===== src/rtl/hls_deadlock_param_monitor.sv =====
// hls_deadlock_param_monitor
//   Watches AXIS-port and sub-monitor block indications and flags a deadlock
//   once blocking has been seen for THRESH consecutive cycles, unless every
//   sub-instance reports idle.
//
//   Optional build macro: DEADLOCK_MON_STICKY_EN. When it is defined, a
//   detected block is held until clear or reset.
//
// Ports
//   clock            rising-edge clock
//   reset            synchronous, active-high reset
//   axis_block_sigs  [NUM_AXIS]  per-AXIS-port blocked indication
//   inst_idle_sigs   [NUM_IDLE]  per-sub-instance idle indication
//   inst_block_sigs  [NUM_INST]  per-sub-monitor block indication
//   clear            single-cycle release of a latched block
//   block            deadlock detected (registered)
//   block_src        lowest source index latched on entry to BLOCKED
//                    (axis bits 0..NUM_AXIS-1, then inst bits)
//   block_events     saturating count of BLOCKED entries
module hls_deadlock_param_monitor #(
  parameter int unsigned          NUM_AXIS   = 10,
  parameter int unsigned          NUM_IDLE   = 5,
  parameter int unsigned          NUM_INST   = 1,
  parameter logic [NUM_AXIS-1:0]  WATCH_MASK = 10'h380,
  parameter int unsigned          THRESH     = 1,
  localparam int unsigned         SRC_N      = NUM_AXIS + NUM_INST,
  localparam int unsigned         SRC_W      = (SRC_N > 1) ? $clog2(SRC_N) : 1
) (
  input  logic                clock,
  input  logic                reset,
  input  logic [NUM_AXIS-1:0] axis_block_sigs,
  input  logic [NUM_IDLE-1:0] inst_idle_sigs,
  input  logic [NUM_INST-1:0] inst_block_sigs,
  input  logic                clear,
  output logic                block,
  output logic [SRC_W-1:0]    block_src,
  output logic [7:0]          block_events
);

  typedef enum logic [1:0] {
    S_IDLE    = 2'd0,
    S_ARMED   = 2'd1,
    S_BLOCKED = 2'd2
  } state_t;

  state_t          state, state_next;
  logic [15:0]     cnt, cnt_next;
  logic            blk_now;
  logic            enter_blocked;
  logic [SRC_N-1:0] cand;
  logic [SRC_W-1:0] src_next;

  assign cand    = {inst_block_sigs, axis_block_sigs & WATCH_MASK};
  assign blk_now = (|(axis_block_sigs & WATCH_MASK) | (|inst_block_sigs))
                   & ~(&inst_idle_sigs);

  // Scan from the top down so the lowest set index is the last one written.
  always_comb begin
    src_next = '0;
    for (int unsigned i = SRC_N; i > 0; i--) begin
      if (cand[i-1]) src_next = SRC_W'(i - 1);
    end
  end

  always_comb begin
    state_next = state;
    cnt_next   = cnt;
    case (state)
      S_IDLE: begin
        if (blk_now) begin
          if (THRESH == 1) begin
            state_next = S_BLOCKED;
            cnt_next   = '0;
          end else begin
            state_next = S_ARMED;
            cnt_next   = 16'd1;
          end
        end else begin
          cnt_next = '0;
        end
      end
      S_ARMED: begin
        if (!blk_now) begin
          state_next = S_IDLE;
          cnt_next   = '0;
        end else if (cnt == 16'(THRESH - 1)) begin
          state_next = S_BLOCKED;
          cnt_next   = '0;
        end else begin
          cnt_next = cnt + 16'd1;
        end
      end
      S_BLOCKED: begin
        if (clear) begin
          state_next = S_IDLE;
          cnt_next   = '0;
        end
`ifdef DEADLOCK_MON_STICKY_EN
`else
        else if (!blk_now) begin
          state_next = S_IDLE;
          cnt_next   = '0;
        end
`endif
      end
      default: begin
        state_next = S_IDLE;
        cnt_next   = '0;
      end
    endcase
  end

  assign enter_blocked = (state != S_BLOCKED) && (state_next == S_BLOCKED);

  always_ff @(posedge clock) begin
    if (reset) begin
      state        <= S_IDLE;
      cnt          <= '0;
      block        <= 1'b0;
      block_src    <= '0;
      block_events <= '0;
    end else begin
      state <= state_next;
      cnt   <= cnt_next;
      // block mirrors the registered state, so it is derived from state_next.
      block <= (state_next == S_BLOCKED);
      if (enter_blocked) begin
        block_src <= src_next;
        if (block_events != 8'hFF) block_events <= block_events + 8'd1;
      end
    end
  end

endmodule


===== config.mk =====
export PLATFORM = sky130hd
export DESIGN_NAME = hls_deadlock_param_monitor
export DESIGN_NICKNAME = d
export VERILOG_FILES = /design/src/rtl/hls_deadlock_param_monitor.sv
export SDC_FILE = /design/constraint.sdc
export NUM_CORES = 1
export LEC_CHECK = 0
export CORE_MARGIN = 4
export CORE_UTILIZATION = 45
export DETAILED_ROUTE_END_ITERATION = 8
export PLACE_DENSITY = 0.7
export SYNTH_ARGS = -nofsm -noshare
export SYNTH_HDL_FRONTEND = slang
export SYNTH_SLANG_ARGS = --single-unit
export TNS_END_PERCENT = 1

===== constraint.sdc =====
create_clock -name clock -period 2.4 [get_ports clock]
set_input_delay 0.24 -clock clock [delete_from_list [all_inputs] [get_ports clock]]
set_output_delay 0.24 -clock clock [all_outputs]
set_load 0.01 [all_outputs]

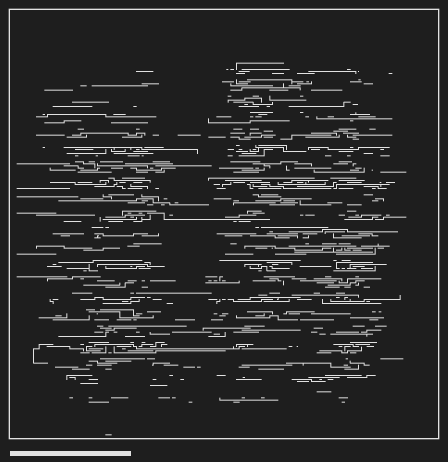
Fig. 1. M1 wires (run 1).
The bar under the picture is 20 um long.
share of all routed wire	45%
longest straight run	17.5 um
wire length on this layer	1,920 um
main direction	horizontal

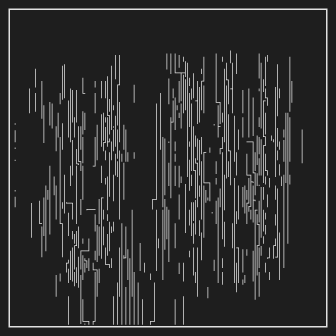
Fig. 2. Met2 routing (run 1).
nets with wire on the layer	215
wire length on this layer	2,170 um
longest straight run	29.2 um
share of all routed wire	51%
main direction	vertical

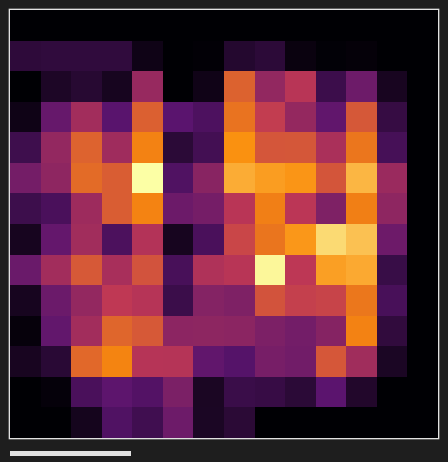
Fig. 3. Wiring heat map (run 1).
The bar under the picture is 20 um long. The die is cut into 14 by 14 equal tiles; black is low, pale yellow is high, scaled to the fullest tile. Values are wire area over tile area, all layers added.
emptiest ninth of the die	top right
fullest tile	0.44
mean over tiles	0.13
nearly empty tiles	23%
tiles over half the peak	22%

==> results.tsv, run 1 <==
metric	value	unit
fa_ha_area_share	2.11	%
die_height	70.9	um
clock_tree_buf_depth	2	
ys_async_sr_fraction	0	%
synth_xor_xnor_area_share	0	%
drc	0	
worstMarginPinSlew	0.585	ns
seq-power	0.000540	W
crit_type	register to register	
clk-insertion-delay-late	0.28	ns
drt-initial-drc-count	90	
timing.final.setup_violations	0	
combinationalPower	0.000130	W
pin_count_of_the_biggest_net_entering_global_routing	18	
setup.reg_to_reg.worst_slack	0.22	ns
power.density	552	nW/um2
power_clock	0.000535	W
rsz0062_at_grt	false	
dp_slack	0.194	ns
nonClkBufAreaFrac	13.1	%
outcome	finished, final reports clean	
crit_path_top_delay_cell	sky130_fd_sc_hd__nor4_1	
critPathRequiredTime	2.57	ns
critPathLaunchType	register	
largest_register	cnt	
dp.cells	267	
internal-power	0.000933	W
gp_routability_congestion	0.869	
p_leak	0.748	nW
total_routing_usage_gr	17.8	%
power.share.switching	22.6	%
layout.filler_cells	357	
antenna_violating_nets_post_route	0	
critPathCaptureType	register	
postRouteWirelength	4250	um
power.combinational.fraction	10.8	%
first_element_of_the_critical_path	cnt[0]	
area.sequential	621	um2
detailroute.via_count	1641	
yosys-stat-cells	199	
crit_arrival	2.34	ns
cts_tree	done	
layout_top_cell	sky130_fd_sc_hd__dfxtp_1	
layoutNonFillerInstCount	275	
area_growth_from_synthesis_to_final_layout	22.6	%
path_max_fanout	17	
edf_count	0	
clock_tree_area_fraction	5.39	%
ys_seq_share	34.9	%
crit-reg2reg-launch	cnt[0]	
final_net_count	248	
synth.largest_area_cell	sky130_fd_sc_hd__dfxtp_1	
detailed_route_wire_length_per_cell	15.5	um
worstHoldStart	block_src[2]	
largest_register_ffs	16	
cp_num_cells	6	
hold_buffers	0	
fp.dieW	70.9	um
maxCapViolCount	0	
finish.instance_area	2180	um2
synth_area	1780	um2
boundaryPins	32	
post_route_cells_drive_above_1_share	11.9	%
top_cell_area_share	34.9	%
critical_path_buf_inv_count	1	
basic_gate_share_of_the_synthesized_area_counting_and_or_nand_and_nor_cells	35.8	%
ir_drop	0.000439	V
grt_most_used_layer	met2	
grt_overflow	0	
avgViaCountPerCell	5.97	
power.total	0.00120	W
switching_power	0.000272	W
relSlewSlack	60.5	%
leading_cell_type_by_number_of_instances_after_synthesis	sky130_fd_sc_hd__dfxtp_1	
largest_registers	cnt x16, block_events x8, block_src x4	
antenna-diode-count	0	
logic_family	simple AND/OR/NAND/NOR gates	
drt_pre_antenna_iters	4	
clockBufferCount	6	
dr_wl_met2	2170	um
post_cts_buffers	0	
critPathTopFamily	simple AND/OR/NAND/NOR gates	
hold_viol_final	0	
power.sequential.fraction	44.8	%
antenna_found_initial	0	
path_clk_slew	0.07	ns
met3RoutedLength	122	um
mux_share	4.22	%
fin_util	58.3	%
route.layer.met1.wl	1920	um
layout_min_cycle_time	2.18	ns
syn-mean-instance-area	8.94	um2
critical_path.reg2reg.endpoint	block_events[5]	
groute.layer.met3.usage	5.40	%
hold_crit_depth	2	
ff2ff_path_depth	6	
design.core.area	3740	um2
comb_area	1080	um2
met1_usage	21.2	%
power_top_consumer	registers	
Fig. 4: run 1, placement density heat map
The bar under the picture is 20 um long. The die is cut into 7 by 7 equal tiles; black is low, pale yellow is high, 0 to 100% covered.
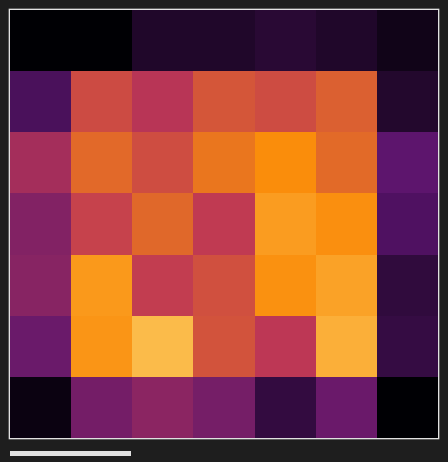

==> run 2, diff against run 1 <==
--- a/config.mk
+++ b/config.mk
@@ -5,8 +5,10 @@
 export SDC_FILE = /design/constraint.sdc
 export NUM_CORES = 1
 export LEC_CHECK = 0
+export CORE_ASPECT_RATIO = 0.6
 export CORE_MARGIN = 4
 export CORE_UTILIZATION = 45
+export CTS_BUF_LIST = sky130_fd_sc_hd__clkbuf_8
 export DETAILED_ROUTE_END_ITERATION = 8
 export PLACE_DENSITY = 0.7
 export SYNTH_ARGS = -nofsm -noshare
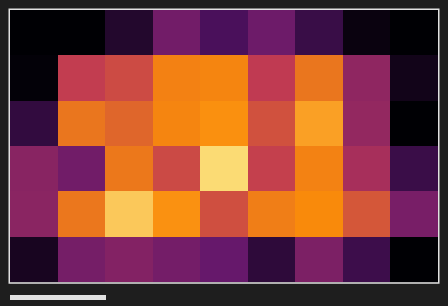
Fig. 5. Placement density heat map (run 2).
The bar under the picture is 20 um long. The die is cut into 9 by 6 equal tiles; black is low, pale yellow is high, 0 to 100% covered.
densest ninth of the die	middle
fullest tile	92%
mean over tiles	41%
tiles over 75% full	9.3%
nearly empty tiles	11%

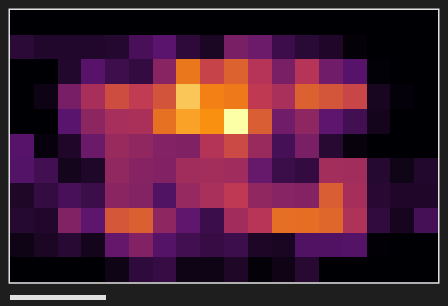
Fig. 6. Wiring heat map (run 2).
The bar under the picture is 20 um long. The die is cut into 18 by 11 equal tiles; black is low, pale yellow is high, scaled to the fullest tile. Values are wire area over tile area, all layers added.
tiles over half the peak	13%
nearly empty tiles	26%
fullest tile	0.63

==> results.tsv, run 2 <==
metric	value	unit	change
outcome	finished, final reports clean		unchanged
drt-initial-drc-count	123		was 90
ir_drop	0.000274	V	was 0.000439 V
combinationalPower	0.000131	W	was 0.000130 W
design.core.area	3740	um2	unchanged
critPathRequiredTime	2.58	ns	was 2.57 ns
non_clock_inverter_count	6		unchanged
ff2ff_path_depth	6		unchanged
ys_seq_share	34.9	%	unchanged
power.share.switching	25.2	%	was 22.6%
worstHoldStart	block_src[0]		was block_src[2]
timing.final.setup_violations	0		unchanged
dr_wl_met2	1920	um	was 2170 um
groute.layer.met3.usage	4.40	%	was 5.40%
route.layer.met1.wl	2210	um	was 1920 um
crit_arrival	2.28	ns	was 2.34 ns
power.sequential.fraction	51.5	%	was 44.8%
ys_dominant_reg_cell	sky130_fd_sc_hd__dfxtp_1		unchanged
avgViaCountPerCell	6.18		was 5.97
numCtsBuffers	5		unchanged
clock_power_share	36.0	%	was 44.4%
post_route_cells_drive_above_1_share	11.1	%	was 11.9%
mux_share	4.22	%	unchanged
critPathLaunchType	register		unchanged
total_routing_usage_gr	19.4	%	was 17.8%
met1_usage	27.8	%	was 21.2%
comb_area_share	50.2	%	was 49.3%
dp_slack	0.180	ns	was 0.194 ns
final_net_count	249		was 248
timing.hold.ws	0.452	ns	was 0.458 ns
boundaryPins	32		unchanged
via_count_of_the_first_global_routing_pass	1663		was 1,585
timing.final.ws_setup	0.297	ns	was 0.222 ns
power_top_consumer	registers		unchanged
floorplanUtilization	47.5	%	unchanged
rsz0062_at_grt	false		unchanged
clk-insertion-delay-late	0.29	ns	was 0.28 ns
power.combinational.fraction	12.5	%	was 10.8%
met3RoutedLength	278	um	was 122 um
postRouteWirelength	4480	um	was 4250 um
dp.cells	267		unchanged
post_layout_period_usage_of_the_worst_path	87.6	%	was 90.7%
largest_register	cnt		unchanged
critical_path.reg2reg.endpoint	block_events[5]		unchanged
crit_type	register to register		unchanged
met2_usage	27.6	%	was 30.9%
seq-power	0.000540	W	about the same
clock_tree_area_fraction	3.39	%	was 5.39%
synth.largest_area_cell	sky130_fd_sc_hd__dfxtp_1		unchanged
comb_area	1080	um2	unchanged
fp.dieW	89.2	um	was 70.9 um
antenna-diode-count	0		unchanged
grt_most_used_layer	met1		was met2
most-common-layout-cells	sky130_fd_sc_hd__dfxtp_1, sky130_fd_sc_hd__clkdlybuf4s50_1, sky130_fd_sc_hd__nand2_1		unchanged
maxCapViolCount	0		unchanged
yosys-stat-cells	199		unchanged
critPathCaptureType	register		unchanged
cp_num_cells	6		unchanged
clock_tree_buf_depth	2		unchanged
ys.flops	31		unchanged
grt_overflow	0		unchanged
crit_path_top_delay_cell	sky130_fd_sc_hd__nor4_1		unchanged
power_clock	0.000378	W	was 0.000535 W
largest_register_ffs	16		unchanged
layout.filler_cells	324		was 357
total_cell_area_reported_by_yosys_after_synthesis	1780	um2	unchanged
edf_count	0		unchanged
setup.reg_to_reg.worst_slack	0.30	ns	was 0.22 ns
delay_of_the_slowest_critical_path_stage	0.40	ns	was 0.46 ns
top_cell_area_share	34.9	%	unchanged
yosysUniqueCellTypes	51		unchanged
relSlewSlack	66.3	%	was 60.5%
ys_async_sr_fraction	0	%	unchanged
area_growth_from_synthesis_to_final_layout	20.5	%	was 22.6%
logic_family	simple AND/OR/NAND/NOR gates		unchanged
clockBufferCount	5		was 6
drv_slew	0		unchanged
die_height	56.7	um	was 70.9 um
layout_top_cell	sky130_fd_sc_hd__dfxtp_1		unchanged
finalClockSkew	0.00461	ns	was 0.00770 ns
layout_min_cycle_time	2.10	ns	was 2.18 ns
basic_gate_share_of_the_synthesized_area_counting_and_or_nand_and_nor_cells	35.8	%	unchanged
warnings	34		unchanged
first_element_of_the_critical_path	cnt[0]		unchanged
netlist_instances	199		unchanged
syn-mean-instance-area	8.94	um2	unchanged
fin_util	57.3	%	was 58.3%
hpwl	3290	um	was 3140 um
drt_pre_antenna_iters	4		unchanged
p_leak	0.734	nW	was 0.748 nW
detailed_route_wire_length_per_cell	16.4	um	was 15.5 um
synth_area	1780	um2	unchanged
nonClkBufAreaFrac	13.7	%	was 13.1%
path_max_fanout	17		unchanged
area.sequential	621	um2	unchanged
port_buffers	24		unchanged
layoutNonFillerInstCount	273		was 275
power.density	490	nW/um2	was 552 nW/um2
gp_routability_congestion	0.828		was 0.869
worstMarginPinSlew	0.504	ns	was 0.585 ns
largest_registers	cnt x16, block_events x8, block_src x4		unchanged
hold_viol_final	0		unchanged
hold_buffers	0		unchanged
crit-reg2reg-launch	cnt[0]		unchanged
critical_path_buf_inv_count	1		unchanged
max_freq	475	MHz	was 459 MHz
drc	0		unchanged
critPathTopFamily	simple AND/OR/NAND/NOR gates		unchanged
hold_crit_depth	2		unchanged
cts.root.buffer_cell	sky130_fd_sc_hd__clkbuf_8		unchanged
finish.instance_area	2140	um2	was 2180 um2
hold_path.class	register to register		unchanged
cts_tree	done		unchanged
antenna_found_initial	0		unchanged
synth_xor_xnor_area_share	0	%	unchanged
fa_ha_area_share	2.11	%	unchanged
num_tap_cells	47		was 48
switching_power	0.000264	W	was 0.000272 W
pin_count_of_the_biggest_net_entering_global_routing	18		unchanged
internal-power	0.000785	W	was 0.000933 W
detailroute.via_count	1686		was 1,641
path_clk_slew	0.06	ns	was 0.07 ns
power.total	0.00105	W	was 0.00120 W
post_cts_buffers	0		unchanged
leading_cell_type_by_number_of_instances_after_synthesis	sky130_fd_sc_hd__dfxtp_1		unchanged
antenna_violating_nets_post_route	0		unchanged
synth.cells.most_frequent	sky130_fd_sc_hd__dfxtp_1, sky130_fd_sc_hd__nand2_1, sky130_fd_sc_hd__a21oi_1, sky130_fd_sc_hd__or4_1		unchanged
==> run 3, diff against run 2 <==
--- a/config.mk
+++ b/config.mk
@@ -9,6 +9,8 @@
 export CORE_MARGIN = 4
 export CORE_UTILIZATION = 45
 export CTS_BUF_LIST = sky130_fd_sc_hd__clkbuf_8
+export CTS_CLUSTER_DIAMETER = 80
+export CTS_CLUSTER_SIZE = 8
 export DETAILED_ROUTE_END_ITERATION = 8
 export PLACE_DENSITY = 0.7
 export SYNTH_ARGS = -nofsm -noshare
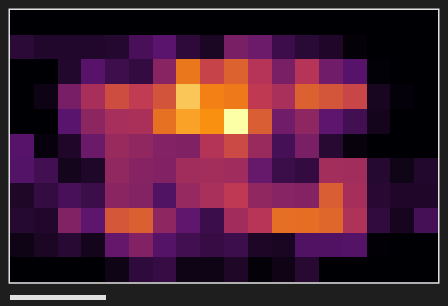
Fig. 7. Wiring heat map (run 3).
The bar under the picture is 20 um long. The die is cut into 18 by 11 equal tiles; black is low, pale yellow is high, scaled to the fullest tile. Values are wire area over tile area, all layers added.
nearly empty tiles	26%
densest ninth of the die	middle
tiles over half the peak	13%

==> results.tsv, run 3 <==
metric	value	unit	change
critPathCaptureType	register		unchanged
path_max_fanout	17		unchanged
critPathLaunchType	register		unchanged
power.total	0.00105	W	unchanged
antenna_found_initial	0		unchanged
post_cts_buffers	0		unchanged
combinationalPower	0.000131	W	about the same
design.core.area	3740	um2	unchanged
non_clock_inverter_count	6		unchanged
clk-insertion-delay-late	0.29	ns	about the same
antenna_violating_nets_post_route	0		unchanged
timing.final.ws_setup	0.297	ns	unchanged
hold_viol_final	0		unchanged
layout_top_cell	sky130_fd_sc_hd__dfxtp_1		unchanged
drc	0		unchanged
path_clk_slew	0.06	ns	about the same
max_freq	475	MHz	unchanged
fp.dieW	89.2	um	unchanged
port_buffers	24		unchanged
final_net_count	249		unchanged
detailroute.via_count	1686		unchanged
yosys-stat-cells	199		unchanged
largest_register	cnt		unchanged
cts.root.buffer_cell	sky130_fd_sc_hd__clkbuf_8		unchanged
power_clock	0.000378	W	about the same
ff2ff_path_depth	6		unchanged
post_layout_period_usage_of_the_worst_path	87.6	%	unchanged
power_top_consumer	registers		unchanged
outcome	finished, final reports clean		unchanged
chip_area	5060	um2	unchanged
p_leak	0.734	nW	unchanged
synth_area	1780	um2	unchanged
grt_overflow	0		unchanged
drv_slew	0		unchanged
delay_of_the_slowest_critical_path_stage	0.40	ns	about the same
timing.final.setup_violations	0		unchanged
route.layer.met1.wl	2210	um	unchanged
drt-initial-drc-count	123		unchanged
switching_power	0.000264	W	unchanged
dr_wl_met2	1920	um	unchanged
detailed_route_wire_length_per_cell	16.4	um	unchanged
area.sequential	621	um2	unchanged
numCtsBuffers	5		unchanged
hold_path.class	register to register		unchanged
via_count_of_the_first_global_routing_pass	1663		unchanged
critPathTopFamily	simple AND/OR/NAND/NOR gates		unchanged
ys_async_sr_fraction	0	%	unchanged
critPathRequiredTime	2.58	ns	about the same
postPlaceCellArea	2070	um2	unchanged
ir_drop	0.000274	V	unchanged
total_routing_usage_gr	19.4	%	unchanged
drt_pre_antenna_iters	4		unchanged
maxCapViolCount	0		unchanged
fin_util	57.3	%	unchanged
die_height	56.7	um	unchanged
crit_path_top_delay_cell	sky130_fd_sc_hd__nor4_1		unchanged
hold_buffers	0		unchanged
met1_usage	27.8	%	unchanged
first_element_of_the_critical_path	cnt[0]		unchanged
nonClkBufAreaFrac	13.7	%	unchanged
edf_count	0		unchanged
post_route_cells_drive_above_1_share	11.1	%	unchanged
dp_slack	0.180	ns	unchanged
floorplanUtilization	47.5	%	unchanged
power.sequential.fraction	51.5	%	about the same
basic_gate_share_of_the_synthesized_area_counting_and_or_nand_and_nor_cells	35.8	%	unchanged
setup.reg_to_reg.worst_slack	0.30	ns	about the same
syn-mean-instance-area	8.94	um2	unchanged
power.density	490	nW/um2	unchanged
critical_path_buf_inv_count	1		unchanged
comb_area	1080	um2	unchanged
dp.cells	267		unchanged
worstMarginPinSlew	0.504	ns	unchanged
crit-reg2reg-launch	cnt[0]		unchanged
met3RoutedLength	278	um	unchanged
seq-power	0.000540	W	about the same
cts_tree	done		unchanged
clockBufferCount	5		unchanged
groute.layer.met3.usage	4.40	%	unchanged
layout.cells.largest_class	logic gates		unchanged
pin_count_of_the_biggest_net_entering_global_routing	18		unchanged
most-common-layout-cells	sky130_fd_sc_hd__dfxtp_1, sky130_fd_sc_hd__clkdlybuf4s50_1, sky130_fd_sc_hd__nand2_1		unchanged
yosysUniqueCellTypes	51		unchanged
clock_tree_buf_depth	2		unchanged
mux_share	4.22	%	unchanged
num_tap_cells	47		unchanged
finalClockSkew	0.00461	ns	unchanged
top_cell_area_share	34.9	%	unchanged
largest_registers	cnt x16, block_events x8, block_src x4		unchanged
synth_xor_xnor_area_share	0	%	unchanged
comb_area_share	50.2	%	unchanged
clock_tree_area_fraction	3.39	%	unchanged
netlist_instances	199		unchanged
internal-power	0.000785	W	unchanged
timing.hold.ws	0.452	ns	unchanged
finish.instance_area	2140	um2	unchanged
boundaryPins	32		unchanged
hpwl	3290	um	unchanged
power.combinational.fraction	12.5	%	about the same
layout.filler_cells	324		unchanged
largest_register_ffs	16		unchanged
flop-count	31		unchanged
synth.largest_area_cell	sky130_fd_sc_hd__dfxtp_1		unchanged
power.share.switching	25.2	%	unchanged
layoutNonFillerInstCount	273		unchanged
clock_power_share	36.0	%	about the same
total_cell_area_reported_by_yosys_after_synthesis	1780	um2	unchanged
rsz0062_at_grt	false		unchanged
ys_seq_share	34.9	%	unchanged
critical_path.reg2reg.endpoint	block_events[5]		unchanged
met2_usage	27.6	%	unchanged
warnings	34		unchanged
logic_family	simple AND/OR/NAND/NOR gates		unchanged
synth.cells.most_frequent	sky130_fd_sc_hd__dfxtp_1, sky130_fd_sc_hd__nand2_1, sky130_fd_sc_hd__a21oi_1, sky130_fd_sc_hd__or4_1		unchanged
hold_crit_depth	2		unchanged
ys_dominant_reg_cell	sky130_fd_sc_hd__dfxtp_1		unchanged
crit_type	register to register		unchanged
grt_most_used_layer	met1		unchanged
ys.flops	31		unchanged
cp_num_cells	6		unchanged
postRouteWirelength	4480	um	unchanged
gp_routability_congestion	0.828		unchanged
relSlewSlack	66.3	%	unchanged
leading_cell_type_by_number_of_instances_after_synthesis	sky130_fd_sc_hd__dfxtp_1		unchanged
worstHoldStart	block_src[0]		unchanged
antenna-diode-count	0		unchanged
area_growth_from_synthesis_to_final_layout	20.5	%	unchanged
crit_arrival	2.28	ns	about the same
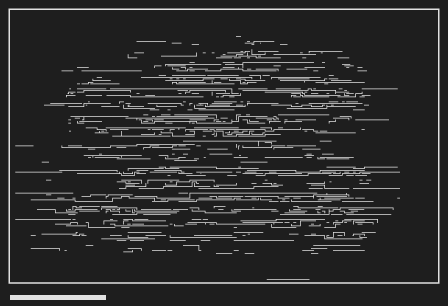
Fig. 8. M1 wires (run 3).
The bar under the picture is 20 um long.
main direction	horizontal
wire length on this layer	2,210 um
nets with wire on the layer	218
share of all routed wire	49%

Power is estimated from default activity; no workload was simulated.
